### src/rtl/lc3_stage_sequencer_if.sv
// Sequencer <-> control/memory bundle: RUN/IR/MEM_READY in, STAGE bus and status out.
// Optional SEQ_SINGLE_STEP_EN adds the STEP input to the bundle.
interface lc3_stage_sequencer_if #(
   parameter int unsigned COUNT_W = 16
) ();

   logic               run;
   logic [15:0]        instruction;
   logic               mem_ready;
`ifdef SEQ_SINGLE_STEP_EN
   logic               step;
`endif
   logic [1:0]         stage;
   logic               stage_valid;
   logic               mem_req;
   logic               mem_wr;
   logic               retire;
   logic               halted;
   logic               bus_err;
   logic [COUNT_W-1:0] instr_count;

`ifdef SEQ_SINGLE_STEP_EN
   modport master (
      input  run, instruction, mem_ready, step,
      output stage, stage_valid, mem_req, mem_wr, retire, halted, bus_err, instr_count
   );

   modport slave (
      output run, instruction, mem_ready, step,
      input  stage, stage_valid, mem_req, mem_wr, retire, halted, bus_err, instr_count
   );
`else
   modport master (
      input  run, instruction, mem_ready,
      output stage, stage_valid, mem_req, mem_wr, retire, halted, bus_err, instr_count
   );

   modport slave (
      output run, instruction, mem_ready,
      input  stage, stage_valid, mem_req, mem_wr, retire, halted, bus_err, instr_count
   );
`endif

endinterface

### src/rtl/lc3_stage_sequencer.sv
// LC3 multi-cycle stage sequencer: FETCH/EXEC/INDIR/MEM over one shared memory port.
// Optional single-step mode (STEP input) is enabled by defining SEQ_SINGLE_STEP_EN.
module lc3_stage_sequencer #(
   parameter int unsigned COUNT_W = 16,
   parameter int unsigned TIMEOUT = 15
) (
   input logic                   clk_i,
   input logic                   reset_i,
   lc3_stage_sequencer_if.master seq_io
);

   localparam int unsigned WaitW = (TIMEOUT > 0) ? $clog2(TIMEOUT + 1) : 1;
   localparam logic [WaitW-1:0] WaitLimit = WaitW'(TIMEOUT);

   localparam logic [3:0] OpLd   = 4'b0010;
   localparam logic [3:0] OpLdr  = 4'b0110;
   localparam logic [3:0] OpSt   = 4'b0011;
   localparam logic [3:0] OpStr  = 4'b0111;
   localparam logic [3:0] OpLdi  = 4'b1010;
   localparam logic [3:0] OpSti  = 4'b1011;
   localparam logic [3:0] OpTrap = 4'b1111;
   localparam logic [7:0] TrapHalt = 8'h25;

   typedef enum logic [2:0] {
      StIdle,
      StFetch,
      StExec,
      StIndir,
      StMem,
      StHalt
   } state_e;

   state_e             state_q, state_d;
   logic               retire_q, retire_d;
   logic               bus_err_q, bus_err_d;
   logic [COUNT_W-1:0] count_q, count_d;
   logic [WaitW-1:0]   wait_q, wait_d;

   logic [3:0] opcode;
   logic       is_store;
   logic       mem_stage;
   logic       start;
   logic       keep_running;
   logic       done;
   logic [1:0] stage;
   logic       unused_instr;

   assign opcode       = seq_io.instruction[15:12];
   assign unused_instr = ^seq_io.instruction[11:8];
   assign is_store     = (opcode == OpSt) || (opcode == OpStr) || (opcode == OpSti);
   assign mem_stage    = state_q inside {StFetch, StIndir, StMem};

`ifdef SEQ_SINGLE_STEP_EN
   logic step_q;

   // One instruction per STEP rising edge; every retire falls back to IDLE.
   assign start        = seq_io.run && seq_io.step && !step_q;
   assign keep_running = 1'b0;

   always_ff @(posedge clk_i) begin
      if (reset_i) begin
         step_q <= 1'b0;
      end else begin
         step_q <= seq_io.step;
      end
   end
`else
   assign start        = seq_io.run;
   assign keep_running = seq_io.run;
`endif

   always_comb begin
      state_d   = state_q;
      retire_d  = 1'b0;
      bus_err_d = bus_err_q;
      count_d   = count_q;
      wait_d    = '0;
      done      = 1'b0;

      unique case (state_q)
         StIdle: begin
            if (start) state_d = StFetch;
         end
         StFetch: begin
            if (seq_io.mem_ready) state_d = StExec;
         end
         StExec: begin
            case (opcode)
               OpLd, OpLdr, OpSt, OpStr: state_d = StMem;
               OpLdi, OpSti:             state_d = StIndir;
               OpTrap: begin
                  if (seq_io.instruction[7:0] == TrapHalt) begin
                     retire_d = 1'b1;
                     state_d  = StHalt;
                  end else begin
                     done = 1'b1;
                  end
               end
               default: done = 1'b1;
            endcase
         end
         StIndir: begin
            if (seq_io.mem_ready) state_d = StMem;
         end
         StMem: begin
            if (seq_io.mem_ready) done = 1'b1;
         end
         StHalt: state_d = StHalt;
         default: state_d = StIdle;
      endcase

      // A MEM_READY in the limit cycle still completes the access.
      if (mem_stage && !seq_io.mem_ready) begin
         if ((TIMEOUT != 0) && (wait_q == WaitLimit)) begin
            state_d   = StHalt;
            bus_err_d = 1'b1;
         end else begin
            wait_d = wait_q + WaitW'(1);
         end
      end

      if (done) begin
         retire_d = 1'b1;
         state_d  = keep_running ? StFetch : StIdle;
      end

      if (retire_d) count_d = count_q + COUNT_W'(1);
   end

   always_ff @(posedge clk_i) begin
      if (reset_i) begin
         state_q   <= StIdle;
         retire_q  <= 1'b0;
         bus_err_q <= 1'b0;
         count_q   <= '0;
         wait_q    <= '0;
      end else begin
         state_q   <= state_d;
         retire_q  <= retire_d;
         bus_err_q <= bus_err_d;
         count_q   <= count_d;
         wait_q    <= wait_d;
      end
   end

   always_comb begin
      stage = 2'd0;
      case (state_q)
         StExec:  stage = 2'd1;
         StIndir: stage = 2'd2;
         StMem:   stage = 2'd3;
         default: stage = 2'd0;
      endcase
   end

   assign seq_io.stage       = stage;
   assign seq_io.stage_valid = state_q inside {StFetch, StExec, StIndir, StMem};
   assign seq_io.mem_req     = mem_stage;
   assign seq_io.mem_wr      = (state_q == StMem) && is_store;
   assign seq_io.retire      = retire_q;
   assign seq_io.halted      = (state_q == StHalt);
   assign seq_io.bus_err     = bus_err_q;
   assign seq_io.instr_count = count_q;

   wr_implies_req: assert property (@(posedge clk_i) disable iff (reset_i)
      seq_io.mem_wr |-> seq_io.mem_req);
   halt_is_quiet: assert property (@(posedge clk_i) disable iff (reset_i)
      seq_io.halted |-> (!seq_io.mem_req && !seq_io.stage_valid));
   retire_is_pulse: assert property (@(posedge clk_i) disable iff (reset_i)
      seq_io.retire |=> !seq_io.retire);

endmodule

### src/flat_wrapper.sv
// flat-port wrapper written by rule: the top's interface ports become plain ports
module lc3_stage_sequencer_flat 
#(
   parameter int unsigned COUNT_W = 16,
   parameter int unsigned TIMEOUT = 15
)
  (clk_i, reset_i, seq_io_run, seq_io_instruction, seq_io_mem_ready, seq_io_stage, seq_io_stage_valid, seq_io_mem_req, seq_io_mem_wr, seq_io_retire, seq_io_halted, seq_io_bus_err, seq_io_instr_count);
  lc3_stage_sequencer_if #(.COUNT_W(COUNT_W)) seq_io_i ();
  input logic clk_i;
  input logic reset_i;
  input wire logic [$bits(seq_io_i.run)-1:0] seq_io_run;
  input wire logic [$bits(seq_io_i.instruction)-1:0] seq_io_instruction;
  input wire logic [$bits(seq_io_i.mem_ready)-1:0] seq_io_mem_ready;
  output wire logic [$bits(seq_io_i.stage)-1:0] seq_io_stage;
  output wire logic [$bits(seq_io_i.stage_valid)-1:0] seq_io_stage_valid;
  output wire logic [$bits(seq_io_i.mem_req)-1:0] seq_io_mem_req;
  output wire logic [$bits(seq_io_i.mem_wr)-1:0] seq_io_mem_wr;
  output wire logic [$bits(seq_io_i.retire)-1:0] seq_io_retire;
  output wire logic [$bits(seq_io_i.halted)-1:0] seq_io_halted;
  output wire logic [$bits(seq_io_i.bus_err)-1:0] seq_io_bus_err;
  output wire logic [$bits(seq_io_i.instr_count)-1:0] seq_io_instr_count;
  assign seq_io_i.run = seq_io_run;
  assign seq_io_i.instruction = seq_io_instruction;
  assign seq_io_i.mem_ready = seq_io_mem_ready;
  assign seq_io_stage = seq_io_i.stage;
  assign seq_io_stage_valid = seq_io_i.stage_valid;
  assign seq_io_mem_req = seq_io_i.mem_req;
  assign seq_io_mem_wr = seq_io_i.mem_wr;
  assign seq_io_retire = seq_io_i.retire;
  assign seq_io_halted = seq_io_i.halted;
  assign seq_io_bus_err = seq_io_i.bus_err;
  assign seq_io_instr_count = seq_io_i.instr_count;
  lc3_stage_sequencer #(.COUNT_W(COUNT_W), .TIMEOUT(TIMEOUT)) u_core (.clk_i(clk_i), .reset_i(reset_i), .seq_io(seq_io_i));
endmodule
### config.mk
export PLATFORM = sky130hd
export DESIGN_NAME = lc3_stage_sequencer_flat
export DESIGN_NICKNAME = d
export VERILOG_FILES = /design/src/rtl/lc3_stage_sequencer_if.sv /design/src/rtl/lc3_stage_sequencer.sv /design/src/flat_wrapper.sv
export SDC_FILE = /design/constraint.sdc
export NUM_CORES = 1
export LEC_CHECK = 0
export CORE_MARGIN = 2
export CORE_UTILIZATION = 55
export CTS_CLUSTER_DIAMETER = 30
export DETAILED_ROUTE_END_ITERATION = 8
export DONT_BUFFER_PORTS = 1
export PLACE_DENSITY_LB_ADDON = 0.1
export SETUP_SLACK_MARGIN = 0.5
export SKIP_LAST_GASP = 1
export SLEW_MARGIN = 20
export SYNTH_ARGS = -nofsm -noshare
export SYNTH_HDL_FRONTEND = slang
export SYNTH_SLANG_ARGS = --single-unit
### constraint.sdc
create_clock -name clk_i -period 2.31 [get_ports clk_i]
set_input_delay 0.693 -clock clk_i [delete_from_list [all_inputs] [get_ports clk_i]]
set_output_delay 0.693 -clock clk_i [all_outputs]
set_load 0.1 [all_outputs]
==> images/drive_strength.png <==
(10 px per um)
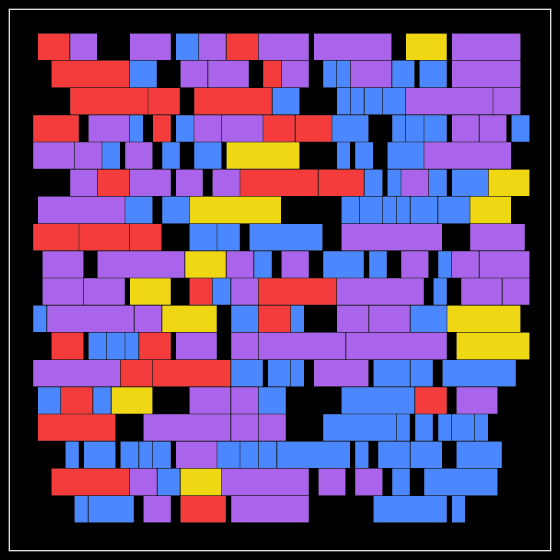
size	colour	cells
drive 3 to 4	purple	66
drive 1 or less	blue	88
drive 2	red	29
drive 6 and up	yellow	12

==> images/pins.png <==
(10 px per um) Pins as bars across the die edge, other pins in grey.
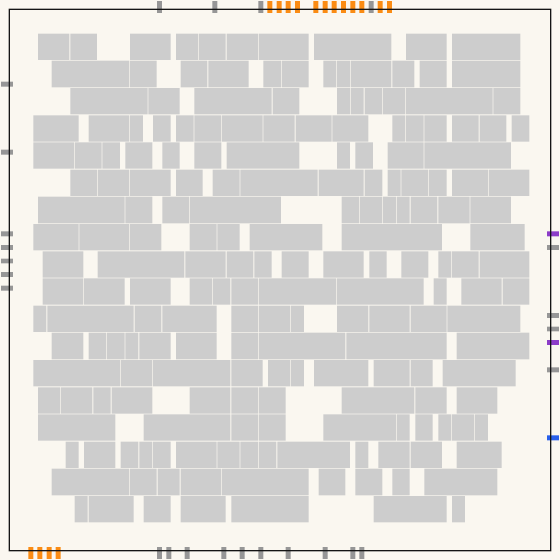
port	colour	pins	direction	edge
`seq_io_instruction`	orange	16	input	12 top, 4 bottom
`seq_io_mem_req`	blue	1	output	right
`seq_io_stage`	purple	2	output	right
all pins by edge	16 top, 14 bottom, 7 left, 7 right

==> flow report <==
STATUS
-----------------------------------------------------------------------------------------------
Result of the run                                                                  complete, no violations

PWR
-----------------------------------------------------------------------------------------------
Static power due to leakage                                                           0.7405 nW
Final Total Pwr                                                                       0.9325 mW
Proportion of total power due to net switching                                           34.24%
Sw Pwr                                                                                0.3193 mW
Internal Power                                                                        0.6132 mW
Clock group total power                                                                0.208 mW
Dominant power group                                                               sequential cells
Sequential group power                                                                 0.439 mW
Portion of total power attributed to sequential cells                                     47.1%
Relative contribution of the clock network to total power                                 22.3%
Combinational group share of total power                                                  30.7%
Pwr Density                                                                        457.2 nW/um2
Power consumed by combinational cells                                                  0.286 mW

CLOCK TREE
-----------------------------------------------------------------------------------------------
Clock input transition at the sequential cells of the worst setup and hold paths        0.15 ns
Longest Clk Path Bufs                                                                         2
Cts-stage hold buffer count                                                                   0
Cell resize tally after clock tree synthesis                                                 28
Post-CTS Setup Inserts                                                                       17
Number of clock sinks                                                                        25
Source-to-sink clock delay at the later pin of the worst-skew pair                      0.33 ns
Clk root buf                                                                       sky130_fd_sc_hd__clkbuf_4

GRT
-----------------------------------------------------------------------------------------------
Gr usage total                                                                           28.24%
Antenna violations before repair                                                              0
Via count of the first global-routing pass                                                 1313

PLACED DESIGN
-----------------------------------------------------------------------------------------------
Placed standard-cell area                                                              1619 um2
Post-Place Setup Slack                                                                0.1805 ns
Detail Placement HPWL                                                                   2401 um

SETUP PATH
-----------------------------------------------------------------------------------------------
Maximum fanout encountered on the critical timing path                                        4
Beginning of the worst register-to-register path                                   u_core.state_q[0]
Crit path launch type                                                                  register
Critical path depth                                                                           3
Critical Path Start                                                                u_core.state_q[0]
Path depth of the worst reg2reg path                                                          9
Worst stage delay on the critical path                                                  0.39 ns
Worst reg2reg path endpoint                                                        u_core.seq_io.instr_count[9]
Critical Path Slowest Stage Cell                                                   sky130_fd_sc_hd__dfxtp_4
Worst path cell trace                                                              nor3b_4, buf_6, or2_4

DETAILED ROUTING
-----------------------------------------------------------------------------------------------
Wire length per cell                                                                   18.40 um
Via count normalized by instance count                                                    6.360
First-pass iteration count of the detailed router                                             4
Number of vias after detailed routing                                                      1431
Violation tally from detailed-route iteration zero                                           28
Antenna violation net count after detailed routing                                            0
Number of remaining DRC errors                                                                0

FINAL LAYOUT
-----------------------------------------------------------------------------------------------
Layout Nets                                                                                 218
Antenna Cells                                                                                 0
Final instance area                                                                    2039 um2
Final core utilization                                                                   83.85%
Final Instance Count excl. Fillers                                                          225
Most common logic cells in the final layout                                        sky130_fd_sc_hd__buf_4, sky130_fd_sc_hd__nand2_1, sky130_fd_sc_hd__nor2_1, sky130_fd_sc_hd__a21oi_2, sky130_fd_sc_hd__dfxtp_4
Most common logic cell in the routed design                                        sky130_fd_sc_hd__buf_4
Layout-stage area growth over the synthesis result                                       48.32%

SYNTH
-----------------------------------------------------------------------------------------------
Count of state elements after synthesis                                                      25
Number of cells in Yosys stat                                                               162
Total cell area reported by yosys after synthesis                                      1375 um2
Sequential area share after synthesis                                                    36.40%
Warnings, synthesis                                                                           0
Post-synthesis cell type count                                                               38
Area share of the leading cell type in the synthesized netlist                           36.40%
Post-Syn Instances                                                                          162
Top cells by area                                                                  sky130_fd_sc_hd__dfxtp_1, sky130_fd_sc_hd__a21oi_1, sky130_fd_sc_hd__o31ai_1
Cell area after synthesis                                                              1375 um2
Async set-reset flop share out of synthesis                                                  0%

FLOW RUN
-----------------------------------------------------------------------------------------------
Max-cap check violation count                                                                 0
Count of warning messages emitted by the tools                                               33

DIE
-----------------------------------------------------------------------------------------------
Total die size                                                                         2916 um2
Number of placement rows                                                                     18
Core Footprint                                                                         2432 um2
Die Span Y                                                                                54 um
Effective utilization at floorplan                                                       56.53%
Horizontal extent of the die                                                              54 um

FINAL TIMING
-----------------------------------------------------------------------------------------------
Final setup skew                                                                     0.01276 ns
WHS                                                                                   0.3879 ns
Pin slew with the least headroom to its limit                                         0.5440 ns
Tightest slew margin relative to the limit                                               63.74%
Fin. Hold Viols                                                                               0
Peak clock frequency supported by timing                                              471.3 MHz
Smallest setup slack after layout                                                     0.1882 ns

WORST HOLD PATH
-----------------------------------------------------------------------------------------------
Worst-case hold path end point                                                     u_core.seq_io.instr_count[3]
Beginning of the worst hold path                                                        reset_i
Worst hold path stage count                                                                   1

==> cell type report <==
type | instances | area (um2) | area share, %
clock buffer | 3 | 22.52 | 1.104
clock inverter | 1 | 5.005 | 0.2454
inverter | 4 | 15.01 | 0.7362
multi-input combinational | 123 | 1032 | 50.61
sequential | 25 | 548.0 | 26.87
tap | 30 | 37.54 | 1.840
timing repair buffer | 39 | 379.1 | 18.59
==> Yosys cell counts (3+ instances only) <==
master	count
sky130_fd_sc_hd__nor2b_1	3
sky130_fd_sc_hd__xnor2_1	3
sky130_fd_sc_hd__clkbuf_1	4
sky130_fd_sc_hd__or3_1	3
sky130_fd_sc_hd__nor2_1	12
sky130_fd_sc_hd__nand3_1	8
sky130_fd_sc_hd__dfxtp_1	25
sky130_fd_sc_hd__nand2_1	11
sky130_fd_sc_hd__o31ai_1	10
sky130_fd_sc_hd__mux2i_1	3
sky130_fd_sc_hd__o21ai_0	6
sky130_fd_sc_hd__nor4_1	3
sky130_fd_sc_hd__and3_1	3
sky130_fd_sc_hd__and4_1	3
sky130_fd_sc_hd__or4_1	10
sky130_fd_sc_hd__a21oi_1	18
sky130_fd_sc_hd__nand4_1	5
sky130_fd_sc_hd__inv_1	4
sky130_fd_sc_hd__buf_2	5
==> kinds of logic after synthesis <==
logic type	share of synthesized area, %
buf+inv	4.822
fa+ha+maj	1.820
xor+xnor	3.185
simple gates	30.48
compound gates	20.29
mux	3.003
flops	36.40
==> registers in the layout, summed over array words and instances (netlist names) <==
name / flops
u_core.state_q: 3
u_core.seq_io.bus_err: 1
u_core.seq_io.retire: 1
u_core.wait_q: 4
u_core.seq_io.instr_count: 16
==> layer usage <==
metal,GRT usage [%],part of all wire [%],vias up
met3,4.444,4.2,6
met2,52.03,56,43
met4,10.00,1.3,0
li1,-,-,681
met5,0,0,-
met1,32.70,39,701
Power figures rest on the tool's default switching activity, not on a simulated workload.
